File: src/rtl/ex_mem_stage_pkg.sv
// ex_mem_pkg: shared types and helpers for the execute-to-memory pipeline stage.
// Contents:
//   EX_MEM_DATA_WIDTH / EX_MEM_REG_ADDR_WIDTH  default datapath widths
//   branch_op_t                                branch/jump opcode carried with each entry
//   ex_mem_payload_t                           fields registered into the memory stage
//   branch_taken()                             branch decision from the ALU flags
package ex_mem_pkg;

    localparam int EX_MEM_DATA_WIDTH     = 64;
    localparam int EX_MEM_REG_ADDR_WIDTH = 5;

    typedef enum logic [2:0] {
        NONE = 3'd0,
        BEQ  = 3'd1,
        BNE  = 3'd2,
        BLT  = 3'd3,
        BGE  = 3'd4,
        JAL  = 3'd5
    } branch_op_t;

    typedef struct packed {
        logic [EX_MEM_DATA_WIDTH-1:0]     result;
        logic [EX_MEM_DATA_WIDTH-1:0]     store_data;
        logic [EX_MEM_REG_ADDR_WIDTH-1:0] rd_addr;
        logic                             mem_read;
        logic                             mem_write;
        logic                             reg_write;
        logic                             overflow;
    } ex_mem_payload_t;

    // Codes 6 and 7 are not defined and fall into the default (never taken).
    function automatic logic branch_taken(input branch_op_t op, input logic equal, input logic less);
        case (op)
            BEQ:     return equal;
            BNE:     return !equal;
            BLT:     return less;
            BGE:     return !less;
            JAL:     return 1'b1;
            default: return 1'b0;
        endcase
    endfunction

endpackage

File: src/rtl/ex_mem_stage_if.sv
// ex_mem_stage_if: upstream ALU bundle, downstream memory-stage bundle and fetch redirect.
// Ports (slave = the stage, master = its environment):
//   flush                              synchronous pipeline flush
//   in_valid / in_ready                upstream handshake
//   alu_result, alu_* flags            ALU outputs for the entry
//   store_data, rd_addr, pc, imm       operands carried with the entry
//   branch_op, mem_read/write, reg_write  instruction controls
//   out_valid / out_ready              downstream handshake
//   out_*                              registered entry for the memory stage
//   redirect_valid / redirect_target   one-cycle fetch redirect
interface ex_mem_stage_if
    import ex_mem_pkg::*;
#(
    parameter int DATA_WIDTH     = EX_MEM_DATA_WIDTH,
    parameter int REG_ADDR_WIDTH = EX_MEM_REG_ADDR_WIDTH
);
    logic                      flush;
    logic                      in_valid;
    logic                      in_ready;
    logic [DATA_WIDTH-1:0]     alu_result;
    logic                      alu_overflow;
    logic                      alu_negative;
    logic                      alu_zero;
    logic                      alu_equal;
    logic                      alu_greater;
    logic                      alu_less;
    logic [DATA_WIDTH-1:0]     store_data;
    logic [REG_ADDR_WIDTH-1:0] rd_addr;
    logic [DATA_WIDTH-1:0]     pc;
    logic [DATA_WIDTH-1:0]     imm;
    logic [2:0]                branch_op;
    logic                      mem_read;
    logic                      mem_write;
    logic                      reg_write;
    logic                      out_valid;
    logic                      out_ready;
    logic [DATA_WIDTH-1:0]     out_result;
    logic [DATA_WIDTH-1:0]     out_store_data;
    logic [REG_ADDR_WIDTH-1:0] out_rd_addr;
    logic                      out_mem_read;
    logic                      out_mem_write;
    logic                      out_reg_write;
    logic                      out_overflow;
    logic                      redirect_valid;
    logic [DATA_WIDTH-1:0]     redirect_target;

    modport slave (
        input  flush, in_valid, alu_result, alu_overflow, alu_negative, alu_zero,
               alu_equal, alu_greater, alu_less, store_data, rd_addr, pc, imm,
               branch_op, mem_read, mem_write, reg_write, out_ready,
        output in_ready, out_valid, out_result, out_store_data, out_rd_addr,
               out_mem_read, out_mem_write, out_reg_write, out_overflow,
               redirect_valid, redirect_target
    );

    modport master (
        output flush, in_valid, alu_result, alu_overflow, alu_negative, alu_zero,
               alu_equal, alu_greater, alu_less, store_data, rd_addr, pc, imm,
               branch_op, mem_read, mem_write, reg_write, out_ready,
        input  in_ready, out_valid, out_result, out_store_data, out_rd_addr,
               out_mem_read, out_mem_write, out_reg_write, out_overflow,
               redirect_valid, redirect_target
    );

endinterface

File: src/rtl/ex_mem_stage_skid_buffer.sv
// skid_buffer: two-register valid/ready FIFO (main + skid) for an arbitrary payload type.
// Ports:
//   clk, reset            clock, asynchronous active-high reset
//   flush                 synchronous clear of both registers
//   in_valid / in_ready   upstream handshake; in_ready is the registered !skid_valid
//   in_data               payload to store
//   out_valid / out_ready downstream handshake driven from the main register
//   out_data              main register contents
module skid_buffer #(
    parameter type T = logic [7:0]
) (
    input  logic clk,
    input  logic reset,
    input  logic flush,
    input  logic in_valid,
    output logic in_ready,
    input  T     in_data,
    output logic out_valid,
    input  logic out_ready,
    output T     out_data
);

    logic skid_valid;
    T     skid_data;
    logic push;
    logic load;

    assign in_ready = ~skid_valid;
    assign push     = in_valid & in_ready;
    // Main can take a new entry when it is empty or emptying this cycle.
    assign load     = ~out_valid | out_ready;

    always_ff @(posedge clk or posedge reset) begin
        if (reset) begin
            out_valid  <= 1'b0;
            out_data   <= '0;
            skid_valid <= 1'b0;
            skid_data  <= '0;
        end else if (flush) begin
            out_valid  <= 1'b0;
            skid_valid <= 1'b0;
        end else if (load) begin
            // A full skid blocks push, so the skid entry always goes first.
            out_valid  <= skid_valid | push;
            skid_valid <= 1'b0;
            if (skid_valid | push)
                out_data <= skid_valid ? skid_data : in_data;
        end else if (push) begin
            skid_valid <= 1'b1;
            skid_data  <= in_data;
        end
    end

endmodule

File: src/rtl/ex_mem_stage.sv
// ex_mem_stage: registers ALU results into a 2-entry skid buffer and resolves branches.
// Ports:
//   clk    rising-edge clock
//   reset  asynchronous active-high reset
//   bus    ex_mem_stage_if.slave: upstream ALU handshake, downstream memory-stage
//          handshake, flush, and the one-cycle redirect_valid/redirect_target pulse
module ex_mem_stage
    import ex_mem_pkg::*;
#(
    parameter int DATA_WIDTH     = EX_MEM_DATA_WIDTH,
    parameter int REG_ADDR_WIDTH = EX_MEM_REG_ADDR_WIDTH
) (
    input logic          clk,
    input logic          reset,
    ex_mem_stage_if.slave bus
);

    typedef struct packed {
        logic [DATA_WIDTH-1:0]     result;
        logic [DATA_WIDTH-1:0]     store_data;
        logic [REG_ADDR_WIDTH-1:0] rd_addr;
        logic                      mem_read;
        logic                      mem_write;
        logic                      reg_write;
        logic                      overflow;
    } payload_t;

    payload_t              in_payload;
    payload_t              out_payload;
    logic                  buf_in_ready;
    logic                  buf_out_valid;
    logic                  accept;
    logic                  keep;
    logic                  taken;
    logic                  redirect_valid;
    logic [DATA_WIDTH-1:0] redirect_target;
    logic                  unused_flags;

    assign unused_flags = bus.alu_negative ^ bus.alu_zero ^ bus.alu_greater;

    assign in_payload = '{
        result:     bus.alu_result,
        store_data: bus.store_data,
        rd_addr:    bus.rd_addr,
        mem_read:   bus.mem_read,
        mem_write:  bus.mem_write,
        reg_write:  bus.reg_write,
        overflow:   bus.alu_overflow
    };

    // The handshake completes for squashed entries too; they are just not stored.
    assign accept = bus.in_valid & buf_in_ready;
    assign keep   = bus.in_valid & ~redirect_valid;
    assign taken  = accept & ~redirect_valid & branch_taken(branch_op_t'(bus.branch_op), bus.alu_equal, bus.alu_less);

    skid_buffer #(.T(payload_t)) u_skid (
        .clk       (clk),
        .reset     (reset),
        .flush     (bus.flush),
        .in_valid  (keep),
        .in_ready  (buf_in_ready),
        .in_data   (in_payload),
        .out_valid (buf_out_valid),
        .out_ready (bus.out_ready),
        .out_data  (out_payload)
    );

    always_ff @(posedge clk or posedge reset) begin
        if (reset) begin
            redirect_valid  <= 1'b0;
            redirect_target <= '0;
        end else if (bus.flush) begin
            redirect_valid  <= 1'b0;
        end else begin
            redirect_valid  <= taken;
            if (taken)
                redirect_target <= bus.pc + bus.imm;
        end
    end

    assign bus.in_ready        = buf_in_ready;
    assign bus.out_valid       = buf_out_valid;
    assign bus.out_result      = out_payload.result;
    assign bus.out_store_data  = out_payload.store_data;
    assign bus.out_rd_addr     = out_payload.rd_addr;
    assign bus.out_mem_read    = out_payload.mem_read;
    assign bus.out_mem_write   = out_payload.mem_write;
    assign bus.out_reg_write   = out_payload.reg_write;
    assign bus.out_overflow    = out_payload.overflow;
    assign bus.redirect_valid  = redirect_valid;
    assign bus.redirect_target = redirect_target;

endmodule

File: src/flat_wrapper.sv
// flat-port wrapper written by rule: the top's interface ports become plain ports
module ex_mem_stage_flat import ex_mem_pkg::*;
#(
    parameter int DATA_WIDTH     = EX_MEM_DATA_WIDTH,
    parameter int REG_ADDR_WIDTH = EX_MEM_REG_ADDR_WIDTH
)
  (clk, reset, bus_flush, bus_in_valid, bus_alu_result, bus_alu_overflow, bus_alu_negative, bus_alu_zero, bus_alu_equal, bus_alu_greater, bus_alu_less, bus_store_data, bus_rd_addr, bus_pc, bus_imm, bus_branch_op, bus_mem_read, bus_mem_write, bus_reg_write, bus_out_ready, bus_in_ready, bus_out_valid, bus_out_result, bus_out_store_data, bus_out_rd_addr, bus_out_mem_read, bus_out_mem_write, bus_out_reg_write, bus_out_overflow, bus_redirect_valid, bus_redirect_target);
  ex_mem_stage_if #(.DATA_WIDTH(DATA_WIDTH), .REG_ADDR_WIDTH(REG_ADDR_WIDTH)) bus_i ();
  input logic clk;
  input logic reset;
  input wire logic [$bits(bus_i.flush)-1:0] bus_flush;
  input wire logic [$bits(bus_i.in_valid)-1:0] bus_in_valid;
  input wire logic [$bits(bus_i.alu_result)-1:0] bus_alu_result;
  input wire logic [$bits(bus_i.alu_overflow)-1:0] bus_alu_overflow;
  input wire logic [$bits(bus_i.alu_negative)-1:0] bus_alu_negative;
  input wire logic [$bits(bus_i.alu_zero)-1:0] bus_alu_zero;
  input wire logic [$bits(bus_i.alu_equal)-1:0] bus_alu_equal;
  input wire logic [$bits(bus_i.alu_greater)-1:0] bus_alu_greater;
  input wire logic [$bits(bus_i.alu_less)-1:0] bus_alu_less;
  input wire logic [$bits(bus_i.store_data)-1:0] bus_store_data;
  input wire logic [$bits(bus_i.rd_addr)-1:0] bus_rd_addr;
  input wire logic [$bits(bus_i.pc)-1:0] bus_pc;
  input wire logic [$bits(bus_i.imm)-1:0] bus_imm;
  input wire logic [$bits(bus_i.branch_op)-1:0] bus_branch_op;
  input wire logic [$bits(bus_i.mem_read)-1:0] bus_mem_read;
  input wire logic [$bits(bus_i.mem_write)-1:0] bus_mem_write;
  input wire logic [$bits(bus_i.reg_write)-1:0] bus_reg_write;
  input wire logic [$bits(bus_i.out_ready)-1:0] bus_out_ready;
  output wire logic [$bits(bus_i.in_ready)-1:0] bus_in_ready;
  output wire logic [$bits(bus_i.out_valid)-1:0] bus_out_valid;
  output wire logic [$bits(bus_i.out_result)-1:0] bus_out_result;
  output wire logic [$bits(bus_i.out_store_data)-1:0] bus_out_store_data;
  output wire logic [$bits(bus_i.out_rd_addr)-1:0] bus_out_rd_addr;
  output wire logic [$bits(bus_i.out_mem_read)-1:0] bus_out_mem_read;
  output wire logic [$bits(bus_i.out_mem_write)-1:0] bus_out_mem_write;
  output wire logic [$bits(bus_i.out_reg_write)-1:0] bus_out_reg_write;
  output wire logic [$bits(bus_i.out_overflow)-1:0] bus_out_overflow;
  output wire logic [$bits(bus_i.redirect_valid)-1:0] bus_redirect_valid;
  output wire logic [$bits(bus_i.redirect_target)-1:0] bus_redirect_target;
  assign bus_i.flush = bus_flush;
  assign bus_i.in_valid = bus_in_valid;
  assign bus_i.alu_result = bus_alu_result;
  assign bus_i.alu_overflow = bus_alu_overflow;
  assign bus_i.alu_negative = bus_alu_negative;
  assign bus_i.alu_zero = bus_alu_zero;
  assign bus_i.alu_equal = bus_alu_equal;
  assign bus_i.alu_greater = bus_alu_greater;
  assign bus_i.alu_less = bus_alu_less;
  assign bus_i.store_data = bus_store_data;
  assign bus_i.rd_addr = bus_rd_addr;
  assign bus_i.pc = bus_pc;
  assign bus_i.imm = bus_imm;
  assign bus_i.branch_op = bus_branch_op;
  assign bus_i.mem_read = bus_mem_read;
  assign bus_i.mem_write = bus_mem_write;
  assign bus_i.reg_write = bus_reg_write;
  assign bus_i.out_ready = bus_out_ready;
  assign bus_in_ready = bus_i.in_ready;
  assign bus_out_valid = bus_i.out_valid;
  assign bus_out_result = bus_i.out_result;
  assign bus_out_store_data = bus_i.out_store_data;
  assign bus_out_rd_addr = bus_i.out_rd_addr;
  assign bus_out_mem_read = bus_i.out_mem_read;
  assign bus_out_mem_write = bus_i.out_mem_write;
  assign bus_out_reg_write = bus_i.out_reg_write;
  assign bus_out_overflow = bus_i.out_overflow;
  assign bus_redirect_valid = bus_i.redirect_valid;
  assign bus_redirect_target = bus_i.redirect_target;
  ex_mem_stage #(.DATA_WIDTH(DATA_WIDTH), .REG_ADDR_WIDTH(REG_ADDR_WIDTH)) u_core (.clk(clk), .reset(reset), .bus(bus_i));
endmodule
File: config.mk
export PLATFORM = sky130hd
export DESIGN_NAME = ex_mem_stage_flat
export DESIGN_NICKNAME = d
export VERILOG_FILES = /design/src/rtl/ex_mem_stage_pkg.sv /design/src/rtl/ex_mem_stage_if.sv /design/src/rtl/ex_mem_stage_skid_buffer.sv /design/src/rtl/ex_mem_stage.sv /design/src/flat_wrapper.sv
export SDC_FILE = /design/constraint.sdc
export NUM_CORES = 1
export LEC_CHECK = 0
export ABC_AREA = 1
export CORE_ASPECT_RATIO = 1.25
export CORE_MARGIN = 10
export CORE_UTILIZATION = 50
export DETAILED_ROUTE_END_ITERATION = 7
export PLACE_DENSITY = 0.86
export SLEW_MARGIN = 5
export SYNTH_ARGS = -nofsm -noshare
export SYNTH_HDL_FRONTEND = slang
export SYNTH_HIERARCHICAL = 1
export SYNTH_SLANG_ARGS = --single-unit
File: constraint.sdc
create_clock -name clk -period 24.6 [get_ports clk]
set_input_delay 4.92 -clock clk [delete_from_list [all_inputs] [get_ports clk]]
set_output_delay 4.92 -clock clk [all_outputs]
set_load 0.03 [all_outputs]
wire_density.png
Scale: 1.5 px per um. 20 x 25 tiles, from dark purple (low) to yellow (high), scaled to the fullest tile. Values are wire area over tile area, all layers added.
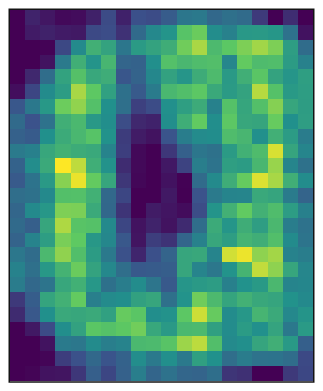
nearly empty tiles: 5.8%
tiles over half the peak: 46%
fullest tile: 0.56

final_clocks.png
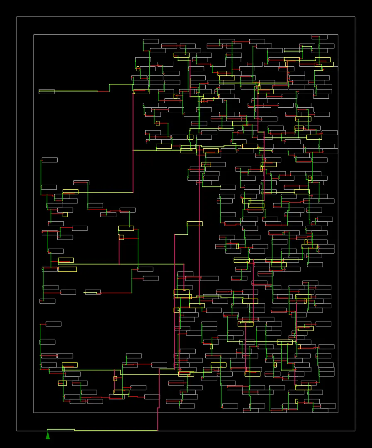
flip-flops: 341
TritonCTS Sinks: 341
later-pin clock latency in the skew report: 0.53 ns

==> flow_metrics.tcl <==
# yosys + openroad results
set metrics [dict create \
    route.detailed.wl_per_inst_um 18.02 \
    critical_path.slowest_cell "sky130_fd_sc_hd__clkinv_2" \
    finClkSkew_ns 0.01118 \
    worst-path-max-fanout 93 \
    postSynthRegisterBits 341 \
    report.power.total_mw 2.007 \
    syn_inst 3142 \
    cp_slowest_stage_delay_ns 0.87 \
    r2r.worst_path.cells 8 \
    post-cts-setup-buffer-count 0 \
    chipHeight_um 247.4 \
    placement.io_buffers 478 \
    die_area_sq_mm 0.04997 \
    hold_violations_final 0 \
    fillers 3532 \
    status "finished, final reports clean" \
    cp-startpoint "bus_flush" \
    syn-num-nets 3484 \
    nets 3883 \
    setup.worst_path.class "primary input to flip-flop" \
    synthesis.yosys.warnings 6 \
    postPlaceCellArea_sq_mm 0.02570 \
    maxClockFrequency_mhz 129.1 \
    async_sr_flop_fraction_pct 100.0 \
    cts_made_buffers 37 \
    drt_iter0_markers 2065 \
    post_dr_vias_cell 5.184 \
    enable_flop_cells 0 \
]
cell_classes.png
Scale: 2 px per um.
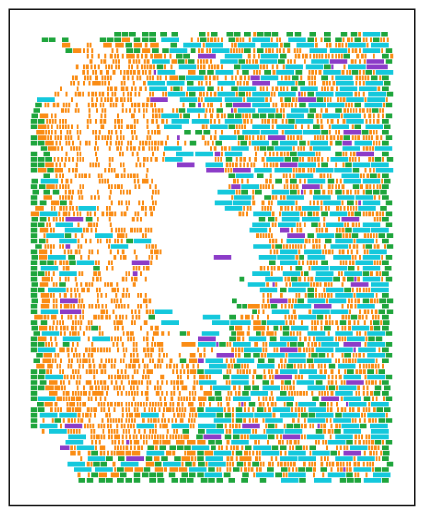
legend:
  orange:
    class: all other logic
    cells: 2,668
    share_of_their_area: 44%
  cyan:
    class: flip-flops
    cells: 341
    share_of_their_area: 33%
  purple:
    class: clock drivers and dummy loads
    cells: 65
    share_of_their_area: 4.4%
  green:
    class: other buffers and delay cells
    cells: 493
    share_of_their_area: 19%
Core Rows: 83
sequential share of cell area: 31.74%

==> layout by cell type, fill, tap and decap left out, drive strengths merged <==
master and instances:
clkdlybuf4s50 478, inv 321, diode 16, clkinvlp 2, ha 63, nand2 1653, buf 15, nand3 364
clkbuf 55, nor2 120, a31oi 1, clkinv 7, o21ai 33, nand4 10, a21oi 42, nor3 14
a21boi 1, xnor2 29, dfrtp 341, fa 1, o21bai 1, nand3b 9, or2 2, nor4 3
bufinv 2
==> kinds of logic after synthesis <==
logic type / after synthesis / synth area share, %
flip-flops: 341 / 41.24
AND-OR/OR-AND: 78 / 1.917
adder cells (fa/ha/maj): 64 / 3.907
buffers and inverters: 455 / 9.023
XOR/XNOR: 29 / 1.228
AND/OR/NAND/NOR: 2175 / 42.68
==> worst min path at each step <==
stage	start	to	slack, ns	cells after the start
after floorplan	u_core/u_skid/skid_data[112]	u_core/u_skid/skid_data[112]	0.44	2
after CTS	u_core/u_skid/skid_data[84]	u_core/u_skid/skid_data[84]	0.47	2
after global routing	u_core/u_skid/skid_data[118]	u_core/u_skid/skid_data[118]	0.48	2
after global placement	u_core/u_skid/skid_data[62]	u_core/u_skid/skid_data[62]	0.45	2
after detailed placement	u_core/u_skid/skid_data[120]	u_core/u_skid/skid_data[120]	0.46	2
final	u_core/u_skid/skid_data[25]	u_core/u_skid/skid_data[25]	0.47	2
==> layer usage <==
| metal | GRT usage (%) | up-vias | routed length [um] |
|---|---|---|---|
| met5 | 0 | - | 23 |
| met4 | 13.57 | 4 | 3602 |
| met3 | 6.627 | 152 | 7064 |
| met2 | 49.78 | 1007 | 36450 |
| met1 | 34.14 | 9798 | 27380 |
| li1 | - | 10480 | - |
==> flip-flops by register name (all words and copies together), names as in the netlist <==
signal / cells
u_core/bus.redirect_valid: 1
u_core/bus.redirect_target: 64
u_core/u_skid/skid_data: 137
u_core/u_skid/out_valid: 1
u_core/u_skid/skid_valid: 1
u_core/u_skid/out_data: 137
==> tightest hold or removal path, cell delays in order (launching register included) <==
cell                      delay, ns
sky130_fd_sc_hd__dfrtp_1       0.34
sky130_fd_sc_hd__nand2_1       0.05
sky130_fd_sc_hd__nand2_1       0.05
==> cell type report <==
cell class | instances | area, sq um | share of cell area [%]
well taps | 552 | 690.7 | 2.568
repair buffers | 493 | 4897 | 18.21
diodes | 16 | 40.04 | 0.1489
clock buffers | 55 | 1044 | 3.879
inverters | 322 | 1220 | 4.535
flip-flops and latches | 341 | 8537 | 31.74
clock inverters | 10 | 112.6 | 0.4186
multi-input cells | 2346 | 10360 | 38.51
==> power breakdown <==
| group | switching, mW | internal (mW) | total, mW |
|---|---|---|---|
| Sequential | 0.0741 | 0.691 | 0.765 |
| Combinational | 0.429 | 0.267 | 0.696 |
| Clock | 0.230 | 0.315 | 0.546 |
Power figures rest on the tool's default switching activity, not on a simulated workload.
